==> config.mk <==
export PLATFORM = sky130hd
export DESIGN_NAME = debouncer_multi
export DESIGN_NICKNAME = d
export VERILOG_FILES = /design/src/rtl/debouncer_multi.sv
export SDC_FILE = /design/constraint.sdc
export NUM_CORES = 1
export LEC_CHECK = 0
export ABC_AREA = 1
export ABC_CLOCK_PERIOD_IN_PS = 2100
export CELL_PAD_IN_SITES_DETAIL_PLACEMENT = 0
export CELL_PAD_IN_SITES_GLOBAL_PLACEMENT = 1
export CORE_ASPECT_RATIO = 1.5
export CORE_UTILIZATION = 48
export CTS_BUF_LIST = sky130_fd_sc_hd__clkbuf_4 sky130_fd_sc_hd__clkbuf_8
export DETAILED_ROUTE_END_ITERATION = 12
export PLACE_DENSITY_LB_ADDON = 0.08
export SLEW_MARGIN = 15
export SYNTH_ARGS = -nofsm -noshare
export SYNTH_HDL_FRONTEND = slang
export SYNTH_SLANG_ARGS = --single-unit
==> constraint.sdc <==
create_clock -name clk -period 2.1 [get_ports clk]
set_input_delay 0.42 -clock clk [delete_from_list [all_inputs] [get_ports clk]]
set_output_delay 0.42 -clock clk [all_outputs]
set_load 0.005 [all_outputs]
==> src/rtl/debouncer_multi.sv <==
// -----------------------------------------------------------------------------
// debouncer_multi
// Multi-channel push-switch debouncer with a shared sample-tick divider.
// Each raw input is synchronised through two flops. A shared divider produces a
// one-clk sample strobe every TICK_DIV clocks. On every strobe, each channel
// compares its synchronised sample with its debounced level. The channel
// accepts a change only after STABLE_CNT consecutive differing samples.
//
// Optional feature (macro DEBOUNCER_MULTI_REPEAT_EN):
//   While a channel is held, an auto-repeat press pulse is issued REPEAT_DLY
//   ticks after the accepted press, and then every REPEAT_PER ticks until the
//   release is accepted. When the macro is undefined, no hold counters exist.
//
// Ports:
//   clk    in   system clock, rising edge
//   rst    in   asynchronous active-high reset
//   in     in   [N_CH] raw switch inputs (1 = pressed)
//   level  out  [N_CH] debounced switch state
//   press  out  [N_CH] one-clk pulse on accepted press (and auto-repeat)
//   rel    out  [N_CH] one-clk pulse on accepted release
//   tick   out  sample strobe, exported for debug
// -----------------------------------------------------------------------------
module debouncer_multi #(
    parameter int N_CH       = 4,
    parameter int TICK_DIV   = 100000,
    parameter int STABLE_CNT = 3,
    parameter int REPEAT_DLY = 10,
    parameter int REPEAT_PER = 3
) (
    input  logic            clk,
    input  logic            rst,
    input  logic [N_CH-1:0] in,
    output logic [N_CH-1:0] level,
    output logic [N_CH-1:0] press,
    output logic [N_CH-1:0] rel,
    output logic            tick
);

    localparam int DW = (TICK_DIV > 1) ? $clog2(TICK_DIV) : 1;
    localparam logic [DW-1:0] DIV_LAST = DW'(TICK_DIV - 1);
    localparam int CW = $clog2(STABLE_CNT + 1);
    localparam logic [CW-1:0] CNT_LAST = CW'(STABLE_CNT - 1);

    // Reject out-of-range configurations at elaboration time.
    if (N_CH < 1 || N_CH > 32 || TICK_DIV < 1 || STABLE_CNT < 1 || STABLE_CNT > 255 ||
        REPEAT_DLY < 1 || REPEAT_PER < 1) begin : g_param_check
        $error("debouncer_multi: parameter out of range");
    end

    logic [N_CH-1:0]         sync1_q;
    logic [N_CH-1:0]         sync2_q;
    logic [DW-1:0]           div_q, div_d;
    logic                    tick_q, tick_d;
    logic [N_CH-1:0][CW-1:0] cnt_q, cnt_d;
    logic [N_CH-1:0]         level_q, level_d;
    logic [N_CH-1:0]         press_q, press_d;
    logic [N_CH-1:0]         rel_q, rel_d;

`ifdef DEBOUNCER_MULTI_REPEAT_EN
    localparam int RMAX = (REPEAT_DLY > REPEAT_PER) ? REPEAT_DLY : REPEAT_PER;
    localparam int RW   = $clog2(RMAX + 1);
    localparam logic [RW-1:0] RPT_DLY = RW'(REPEAT_DLY);
    localparam logic [RW-1:0] RPT_PER = RW'(REPEAT_PER);

    // Ticks remaining until the next auto-repeat pulse; zero while released.
    logic [N_CH-1:0][RW-1:0] rpt_q, rpt_d;
`endif

    assign level = level_q;
    assign press = press_q;
    assign rel   = rel_q;
    assign tick  = tick_q;

    // Two-flop synchroniser for the raw asynchronous inputs.
    always_ff @(posedge clk or posedge rst) begin
        if (rst) begin
            sync1_q <= '0;
            sync2_q <= '0;
        end else begin
            sync1_q <= in;
            sync2_q <= sync1_q;
        end
    end

    // Shared divider next state; tick is registered so it is high exactly
    // while the divider sits at its last count.
    always_comb begin
        div_d = div_q + DW'(1);
        if (div_q == DIV_LAST) begin
            div_d = '0;
        end else begin
            div_d = div_q + DW'(1);
        end
        tick_d = (div_d == DIV_LAST);
    end

    // Divider and tick registers.
    always_ff @(posedge clk or posedge rst) begin
        if (rst) begin
            div_q  <= '0;
            tick_q <= 1'b0;
        end else begin
            div_q  <= div_d;
            tick_q <= tick_d;
        end
    end

    // Per-channel stability counting, level toggling and pulse generation.
    always_comb begin
        cnt_d   = cnt_q;
        level_d = level_q;
        press_d = '0;
        rel_d   = '0;
`ifdef DEBOUNCER_MULTI_REPEAT_EN
        rpt_d   = rpt_q;
`endif
        for (int i = 0; i < N_CH; i++) begin
            if (tick_q) begin
                if (sync2_q[i] == level_q[i]) begin
                    cnt_d[i] = '0;
                end else if (cnt_q[i] == CNT_LAST) begin
                    // Enough consecutive differing samples: accept the change.
                    cnt_d[i]   = '0;
                    level_d[i] = ~level_q[i];
                    press_d[i] = ~level_q[i];
                    rel_d[i]   = level_q[i];
                end else begin
                    cnt_d[i] = cnt_q[i] + CW'(1);
                end
            end else begin
                cnt_d[i] = cnt_q[i];
            end
`ifdef DEBOUNCER_MULTI_REPEAT_EN
            if (tick_q) begin
                if (!level_d[i]) begin
                    rpt_d[i] = '0;
                end else if (!level_q[i]) begin
                    // Fresh press: arm the initial repeat delay.
                    rpt_d[i] = RPT_DLY;
                end else if (rpt_q[i] == RW'(1)) begin
                    press_d[i] = 1'b1;
                    rpt_d[i]   = RPT_PER;
                end else begin
                    rpt_d[i] = rpt_q[i] - RW'(1);
                end
            end else begin
                rpt_d[i] = rpt_q[i];
            end
`endif
        end
    end

    // Channel state and registered output pulses.
    always_ff @(posedge clk or posedge rst) begin
        if (rst) begin
            cnt_q   <= '0;
            level_q <= '0;
            press_q <= '0;
            rel_q   <= '0;
        end else begin
            cnt_q   <= cnt_d;
            level_q <= level_d;
            press_q <= press_d;
            rel_q   <= rel_d;
        end
    end

`ifdef DEBOUNCER_MULTI_REPEAT_EN
    // Auto-repeat hold counters.
    always_ff @(posedge clk or posedge rst) begin
        if (rst) begin
            rpt_q <= '0;
        end else begin
            rpt_q <= rpt_d;
        end
    end
`endif

endmodule

==> run_1/layer_met2.png <==
(4 px per um) Cells faint in the background.
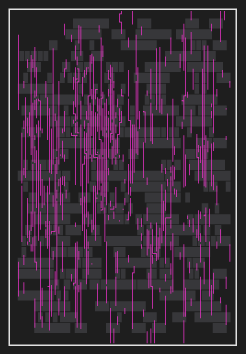
The layer holds 54% of the routed length. The longest straight run is 29.9 um. 232 nets have wire on it.
met2 usage: 35.0%
detailed-route wire length: 4020 um
Vias: 1603

==> run_1/placement_by_type.png <==
(4 px per um) Fill, decap, tap and diode cells in grey.
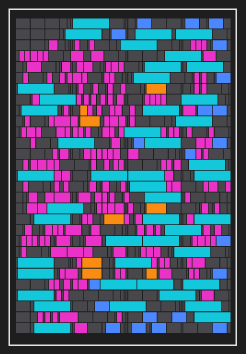
Key: sequential cells = cyan [cells 46]; combinational and other logic = magenta [cells 200]; clock drivers and dummy loads = orange [cells 8]; remaining buffers and delay cells = blue [cells 21]

==> deck_impl_summary.md, run 1 <==
Physical Implementation Snapshot

Placed design
  – GPL Wtd Cong: 0.850
  – Inst Count DP: around 310

Yosys
  – Seq share, synth: between 50 and 60%
  – Xor/xnor share: around 4.5%
  – Dominant kind of combinational cell: simple AND/OR/NAND/NOR gates
  – Most frequent cells after synthesis: nand2_1 (48), dfrtp_1 (46), inv_1 (39)
  – Area share, top type: a little over half
  – Top FF cell, synth: dfrtp_1
  – Yosys cell count: between 200 and 250

Finish
  – ClkCell Share: 3.83%
  – Number of non-clock buffers in the layout: 21
  – Number of clock buffers in the layout: 7
  – Largest regs: div_q (17), cnt_q (8)
  – Largest register FFs: 17
  – Top cell excl fill/tap: nand2_1
  – Fill cell count: between 400 and 500
  – Post-route cell area: 0.00248 mm2
  – Largest class: flip-flops and latches
  – Inserted Diodes: 0
  – Post-layout util: between 50% and 60%

Hold path
  – Hold Path Origin: sync1_q[0]
  – Hold worst-path end: sync2_q[0]

Worst setup path
  – Worst reg2reg path depth: 9

Power
  – Clk pwr share: 37.9%
  – Seq power: around 0.9 mW
  – Comb power: ~0.032 mW

Run status
  – Outcome: completed

Die
  – Ports: 19
  – Row count: 29
  – Core Box Area: ~0.0042 mm2

CTS
  – Hold buffer count at CTS: 0
  – Clk buf depth: 2
  – Htree depth: 2
  – Sinks on the clock net: approximately 46

Global routing
  – Largest net degree at the start of global routing: 26
  – Wire length of the first global-routing pass: slightly above 7000 um

Final timing
  – Layout Skew: between 7 and 8 ps
  – Final worst setup slack: 339 ps

Routing
  – Via-to-Cell Ratio: about 5
==> run_1/clk_routes.png <==
(6 px per um)
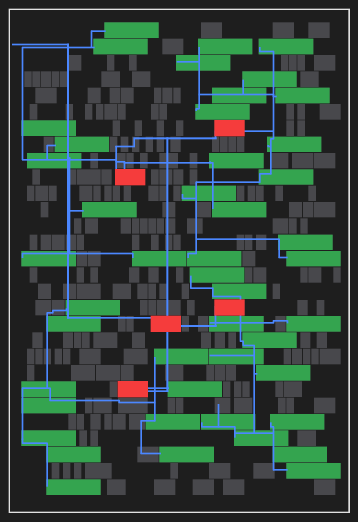
Key: clock drivers = red [count 5]; clock wires = blue [length 563 um]; flip-flops = green [count 46]
There are 6 routed clock nets.

==> inputs of run 2 (changes only) <==
Settings changed: ABC_CLOCK_PERIOD_IN_PS 2100 to 1770, CORE_UTILIZATION 48 to 45.
Clock period 2.1 ns to 1.77 ns, I/O delays scaled along.
==> run 2 against run 1 <==
  * Routed wire length rose by 0.75%
  * Largest power group unchanged
  * Worst setup slack got worse by 170 ps
  * Highest routed layer unchanged
  * Clock skew is 1.5 ps lower
  * Worst hold slack better by 2.8 ps
==> deck_impl_summary.md, run 2 <==
Physical Implementation Snapshot

Power
  – Seq power: 1.06 mW (was 0.895 mW)
  – Switch Pwr: 0.360 mW (was 0.308 mW)
  – Comb power: 0.0374 mW (was 0.0315 mW)

Die
  – Ports: 19 (unchanged)

CTS
  – Clk buf depth: 2 (unchanged)
  – Sinks on the clock net: 46 (unchanged)
  – Cts bufs inserted: 5 (unchanged)
  – Htree depth: 2 (unchanged)
  – # resized after CTS: 0 (unchanged)
  – Hold buffer count at CTS: 0 (unchanged)
  – TritonCTS clock tree: built (unchanged)

Finish
  – Largest register FFs: 17 (unchanged)
  – ClkCell Share: 4.51% (was 3.83%)
  – Largest regs: div_q (17), cnt_q (8) (unchanged)
  – Top cell excl fill/tap: nand2_1 (unchanged)
  – Fill cell count: 416 (was 410)
  – Inserted Diodes: 0 (unchanged)
  – Number of clock buffers in the layout: 6 (was 7)
  – Number of non-clock buffers in the layout: 21 (unchanged)

Placed design
  – Inst Count DP: 331 (was 313)
  – GPL Wtd Cong: 0.812 (was 0.850)

Yosys
  – Dominant kind of combinational cell: simple AND/OR/NAND/NOR gates (unchanged)
  – Top FF cell, synth: dfrtp_1 (unchanged)
  – Area share, top type: 54.0% (unchanged)
  – Xor/xnor share: 4.52% (unchanged)
  – Most frequent cells after synthesis: nand2_1 (48), dfrtp_1 (46), inv_1 (39) (unchanged)
  – Yosys cell count: 247 (unchanged)
  – Seq share, synth: 54.0% (unchanged)

Routing
  – Vias: 1587 (was 1603)
  – Via-to-Cell Ratio: 4.68 (was 4.99)
  – Detailed-route wire length: 4050 um (was 4020 um)
  – DR DRC count: 0 (unchanged)

Run status
  – Outcome: completed (unchanged)

Final timing
  – Final worst setup slack: 172 ps (was 339 ps)
  – Relative slew margins: 76.7% (was 66.4%)

Worst setup path
  – WP buf/inv: 0 (was 1)
  – Worst reg2reg path depth: 8 (was 9)

Hold path
  – Hold worst-path end: sync2_q[0] (unchanged)
  – Hold Path Origin: sync1_q[0] (unchanged)

Global routing
  – Largest net degree at the start of global routing: 27 (was 26)
  – Wire length of the first global-routing pass: 6760 um (was 7060 um)
==> run_2/placement_by_type.png <==
(4 px per um) Fill, decap, tap and diode cells in grey.
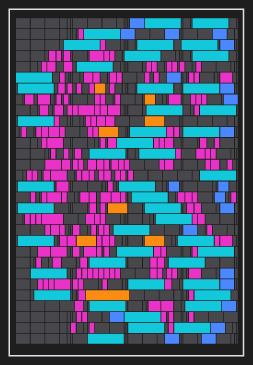
Key: remaining buffers and delay cells = blue [cells 21]; combinational and other logic = magenta [cells 200]; sequential cells = cyan [cells 46]; clock drivers and dummy loads = orange [cells 8]
sequential share of cell area: 45.6%
post-layout util: 55.6%
row count: 30
Core Box Area: 0.00454 mm2
post-route cell area: 0.00253 mm2

==> run_2/clk_routes.png <==
(6 px per um)
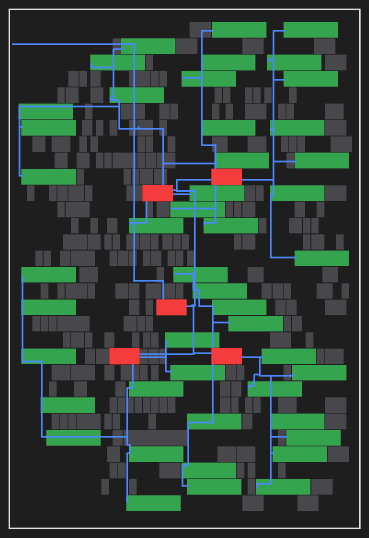
Key: flip-flops = green [count 46]; clock wires = blue [length 515 um]; clock drivers = red [count 5]
Position of the flops: all over the die. There are 6 routed clock nets.
Layout Skew: 6.10 ps
Clk. pwr: 0.770 mW
clk latency late pin: 290 ps
Clk pwr share: 41.2%

==> run_2/io_placement.png <==
(3 px per um) Pins as bars across the die edge, other pins in grey.
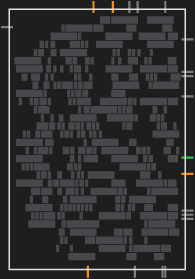
Key: rst = green [pins 1, direction input, edge right]; in = orange [pins 4, direction input, edge 2 top, 1 bottom, 1 right]
All pins by edge: 9 right, 5 top, 4 bottom, 1 left.

Power is estimated from default activity; no workload was simulated.
